Where the registers sit:
Scale bar: 20 um.
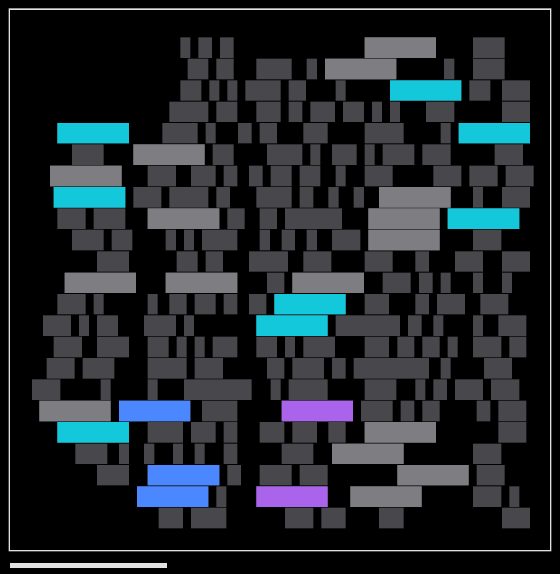
Cell classes on the final placement:
Fill, decap, tap and diode cells in gray.
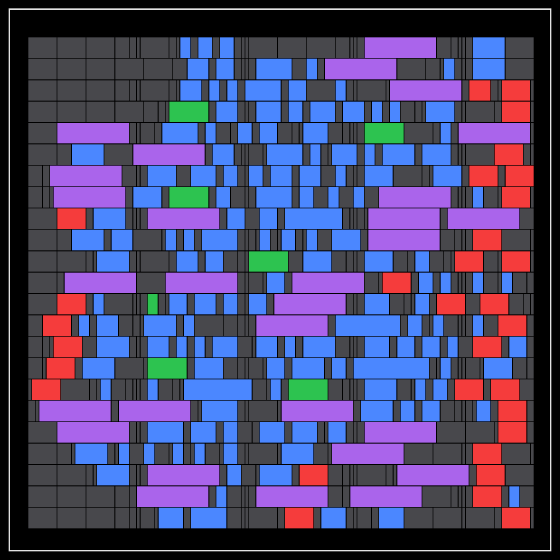
Clock routing:
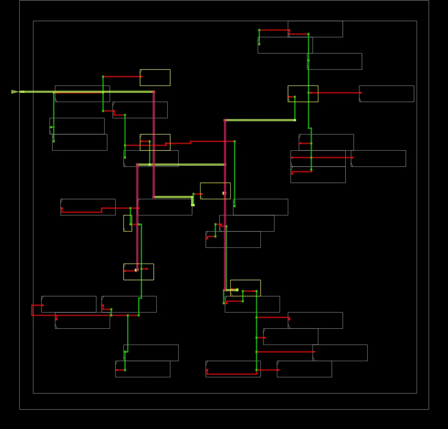
Clock distribution:
Scale bar: 20 um.
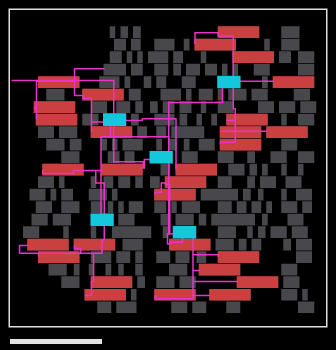
===== config.mk =====
export PLATFORM = sky130hd
export DESIGN_NAME = apb_timer8
export DESIGN_NICKNAME = d
export VERILOG_FILES = /design/src/rtl/apb_timer8.sv
export SDC_FILE = /design/constraint.sdc
export NUM_CORES = 1
export LEC_CHECK = 0
export CELL_PAD_IN_SITES_DETAIL_PLACEMENT = 1
export CELL_PAD_IN_SITES_GLOBAL_PLACEMENT = 1
export CORE_MARGIN = 2
export CORE_UTILIZATION = 44
export DETAILED_ROUTE_END_ITERATION = 7
export PLACE_DENSITY = 0.83
export SKIP_CTS_REPAIR_TIMING = 1
export SYNTH_ARGS = -nofsm -noshare
export SYNTH_HDL_FRONTEND = slang
export SYNTH_SLANG_ARGS = --single-unit

===== constraint.sdc =====
create_clock -name pclk -period 4.9 [get_ports pclk]
set_clock_uncertainty 0.2 [all_clocks]
set_input_delay 0.98 -clock pclk [delete_from_list [all_inputs] [get_ports pclk]]
set_output_delay 0.98 -clock pclk [all_outputs]
set_load 0.02 [all_outputs]

===== src/rtl/apb_timer8.sv =====
// 8-bit up/down timer with /1,/2,/4,/8 prescaler, sticky wrap flags and a
// registered level interrupt, behind a zero-wait-state APB slave.
module apb_timer8 #(
   parameter int ADDR_W = 8,
   parameter int DATA_W = 8
) (
   input  logic              pclk,
   input  logic              preset,
   input  logic              psel,
   input  logic              penable,
   input  logic              pwrite,
   input  logic [ADDR_W-1:0] paddr,
   input  logic [DATA_W-1:0] pwdata,
   output logic [DATA_W-1:0] prdata,
   output logic              pready,
   output logic              interrupt
);

   localparam logic [ADDR_W-1:0] A_TDR  = ADDR_W'(0);
   localparam logic [ADDR_W-1:0] A_TCR  = ADDR_W'(1);
   localparam logic [ADDR_W-1:0] A_TSR  = ADDR_W'(2);
   localparam logic [ADDR_W-1:0] A_TIER = ADDR_W'(3);
   localparam logic [ADDR_W-1:0] A_TCNT = ADDR_W'(4);

   logic [DATA_W-1:0] tdr, cnt;
   logic              load, dir, en;
   logic [1:0]        cks;
   logic              ovf, udf, ovf_ie, udf_ie;
   logic [2:0]        presc, presc_top;
   logic              wr, rd, run, tick, cks_chg, ovf_set, udf_set;
   logic              wr_tcr, wr_tsr;

   assign wr      = psel & penable & pwrite;
   assign rd      = psel & penable & ~pwrite;
   assign pready  = psel & penable & ~preset;
   assign wr_tcr  = wr && (paddr == A_TCR);
   assign wr_tsr  = wr && (paddr == A_TSR);
   assign run     = en & ~load;
   assign cks_chg = wr_tcr && (pwdata[1:0] != cks);

   always_comb begin
      presc_top = 3'd0;
      case (cks)
         2'd0: presc_top = 3'd0;
         2'd1: presc_top = 3'd1;
         2'd2: presc_top = 3'd3;
         2'd3: presc_top = 3'd7;
         default: presc_top = 3'd0;
      endcase
   end

   assign tick    = run && (presc == presc_top);
   assign ovf_set = tick && !dir && (cnt == '1);
   assign udf_set = tick &&  dir && (cnt == '0);

   // A cks rewrite restarts the divider so the next tick is a full period away.
   always_ff @(posedge pclk or posedge preset) begin
      if (preset)                presc <= 3'd0;
      else if (!run || cks_chg)  presc <= 3'd0;
      else if (tick)             presc <= 3'd0;
      else                       presc <= presc + 3'd1;
   end

   always_ff @(posedge pclk or posedge preset) begin
      if (preset)     cnt <= '0;
      else if (load)  cnt <= tdr;
      else if (tick)  cnt <= dir ? cnt - 1'b1 : cnt + 1'b1;
   end

   always_ff @(posedge pclk or posedge preset) begin
      if (preset) begin
         tdr    <= '0;
         load   <= 1'b0;
         dir    <= 1'b0;
         en     <= 1'b0;
         cks    <= 2'd0;
         ovf_ie <= 1'b0;
         udf_ie <= 1'b0;
      end else if (wr) begin
         if (paddr == A_TDR) tdr <= pwdata;
         if (wr_tcr) begin
            load <= pwdata[7];
            dir  <= pwdata[5];
            en   <= pwdata[4];
            cks  <= pwdata[1:0];
         end
         if (paddr == A_TIER) begin
            ovf_ie <= pwdata[0];
            udf_ie <= pwdata[1];
         end
      end
   end

   // Set beats a same-cycle W1C clear.
   always_ff @(posedge pclk or posedge preset) begin
      if (preset) begin
         ovf <= 1'b0;
         udf <= 1'b0;
      end else begin
         ovf <= ovf_set | (ovf & ~(wr_tsr & pwdata[0]));
         udf <= udf_set | (udf & ~(wr_tsr & pwdata[1]));
      end
   end

   always_ff @(posedge pclk or posedge preset) begin
      if (preset) interrupt <= 1'b0;
      else        interrupt <= (ovf & ovf_ie) | (udf & udf_ie);
   end

   always_comb begin
      prdata = '0;
      if (rd && !preset) begin
         case (paddr)
            A_TDR:   prdata = tdr;
            A_TCR:   prdata = {load, 1'b0, dir, en, 2'b00, cks};
            A_TSR:   prdata = {6'b0, udf, ovf};
            A_TIER:  prdata = {6'b0, udf_ie, ovf_ie};
            A_TCNT:  prdata = cnt;
            default: prdata = '0;
         endcase
      end
   end

endmodule


==> changes_impl.md <==
## Flow update

- Grt total ovfl: 0
- Reg2reg setup slack: 2.42 ns
- Yosys warning tally: 0
- Setup_tns: 0 ns
- CP Max Fanout: 5
- Period utilization: 90.7%
- Vias: 1598
- Chip height: 68.7 um
- Internal Pwr Total: 0.391 mW
- Initial antenna violation count: 0
- FP Core Util: 45.7%
- Layout cells sized above 1: 14.0%
- CP cell instances: clkdlybuf4s50_1 > nor3_1 > nand2_1 > nor4_1 > nand2_1 > a21oi_1 > clkdlybuf4s50_1
- Area reported by Yosys stat: 1840 um^2
- Crit path capture: prdata[0]
- Number of enable flip-flop cells: 0
- Run status: complete, no violations
- Root Buffer: clkbuf_8
- Floorplan net count: 211
- Register area: 726 um^2
- Comb pwr share: 11.5%
- WP data required: 3.72 ns
- Tool warning count: 26
- Area delta synth->final: 23.8%
- Longest Clk Path Bufs: 2
- Kind of critical path: in -> out
- Final Worst Setup Slack: 0.454 ns
- Critical Path End Type: primary output
- Ys flops: 29
- Max-cap viol count: 0
- Pre-CTS WS: 0.503 ns
- Max_slew headroom: 26.5%
- Mean Syn Cell Area: 10.1 um^2
- Mapped Cells: 182
- Die W: 68.7 um
- Dpl hpwl: 3870 um
- Sequential share of the synthesized area: 39.4%
- VDD IR-drop max: 0.000133 V
- P_sw: 0.127 mW
- Final hold violations: 0
- Final setup violation count: 0
- Commonest flop: dfrtp_1
- R2R depth: 6
- TritonCTS clock tree: built
- Net Sw Frac: 24.6%
- Post-route DRC: 0
- Initial drt markers: 101
- Filler Cells Inserted: 453
- Crit path time final: 4.45 ns
Notes on 'where the registers sit' above:
- presc: blue (placed flops 3)
- cks: purple (placed flops 2)
- tdr: cyan (placed flops 8)

Notes on 'cell classes on the final placement' above:
- clock drivers and dummy loads: green (cells 7)
- sequential cells: purple (cells 29)
- combinational and other logic: blue (cells 148)
- remaining buffers and delay cells: red (cells 31)
row cnt: 23
final instance area: 2280 um^2
Seq/total area: 31.8%
core area: 4030 um^2
final design utilization: 56.6%

Notes on 'clock routing' above:
CTS Sinks: 29
Flops: 29
Clock Power: 0.198 mW
TritonCTS buffer count: 5
clock buffer count: 7

Notes on 'clock distribution' above:
- clock drivers: cyan (count 5)
- flip-flops: red (count 29)
- clock wires: magenta (length 412 um)
- flops lie: spread over the die
clock group share of total power: 38.3%
clk latency late pin: 0.28 ns

## worst max-delay path, delay by kind of cell
family / cells / cell delay (ns)
buf+inv: 2 / 1.03
compound gates: 1 / 0.20
simple gates: 4 / 1.05
## layout by cell type, fill, tap and decap left out, types with 2 or more instances in the layout
cell	instances
nand2b_1	4
and3_1	2
o31ai_1	2
ha_1	7
nand3_1	5
a21oi_1	8
or3_1	2
a31oi_1	2
nor3_1	4
mux2i_1	3
dfrtp_1	29
nor2_1	21
mux2_2	18
xor2_1	2
o21ai_0	4
a22o_1	2
a221o_1	5
a22oi_1	3
nand4b_1	2
clkdlybuf4s50_1	30
a211oi_1	2
nand2_1	15
xnor2_1	4
o21a_1	2
inv_1	7
clkbuf_8	6
nor4_1	3
## flip-flops by register name, indices dropped and copies added, names as in the netlist
signal,count
dir,1
load,1
cnt,8
cks,2
udf,1
udf_ie,1
en,1
ovf,1
tdr,8
ovf_ie,1
presc,3
interrupt,1
## cell type report
class / count / share of cell area (%)
timing repair buffer: 31 / 13.5
clock buffer: 7 / 3.78
inverter: 7 / 1.15
sequential: 29 / 31.8
multi-input combinational: 141 / 47.0
tap: 50 / 2.74
## cells by family after synthesis
family,after synthesis,share of synthesized area [%]
AOI/OAI and AO/OA,38,15.3
muxes,23,15.3
xor gates and xnor gates,6,2.85
DFF,29,39.4
buffers and inverters,12,2.44
adders and majority gates,8,5.84
and+or+nand+nor,66,18.9
## metrics by stage
step / area [um^2] / power [mW] / instances / hold slack [ns]
floorplan: 1840 / 0.293 / 182 / 0.269
global placement: 2190 / 0.320 / 258 / 0.288
detailed placement: 2190 / 0.324 / 258 / 0.299
CTS: 2280 / 0.522 / 265 / 0.314
global route: 2280 / 0.542 / 265 / 0.334
finish: 2280 / 0.518 / 265 / 0.310
## metal layers
metal	GRT usage (%)	routed length, um	vias up
met2	42.3	2540	48
li1	-	-	745
met5	0	0	-
met3	4.38	257	14
met4	11.0	153	0
met1	28.2	2130	791
## power by group through the flow
stage,clock (mW),sequential [mW],combinational (mW)
after global routing,0.215,0.261,0.0664
after global placement,0,0.263,0.0565
after detailed placement,0,0.264,0.0595
after CTS,0.201,0.260,0.0605
final,0.198,0.260,0.0595
after floorplan,0,0.260,0.0337
## worst min-delay path by stage
| stage | from | endpoint | slack [ns] | cells past startpoint |
|---|---|---|---|---|
| 5_1_grt | presc[0]$_DFF_PP0_ | presc[0]$_DFF_PP0_ | 0.33 | 1 |
| 2_1_floorplan | presc[0]$_DFF_PP0_ | presc[0]$_DFF_PP0_ | 0.27 | 1 |
| 6_report | presc[0]$_DFF_PP0_ | presc[0]$_DFF_PP0_ | 0.31 | 1 |
| 3_3_place_gp | presc[0]$_DFF_PP0_ | presc[0]$_DFF_PP0_ | 0.29 | 1 |
| 3_5_place_dp | presc[0]$_DFF_PP0_ | presc[0]$_DFF_PP0_ | 0.30 | 1 |
| 4_1_cts | presc[0]$_DFF_PP0_ | presc[0]$_DFF_PP0_ | 0.31 | 1 |
Power and IR drop assume default switching activity.
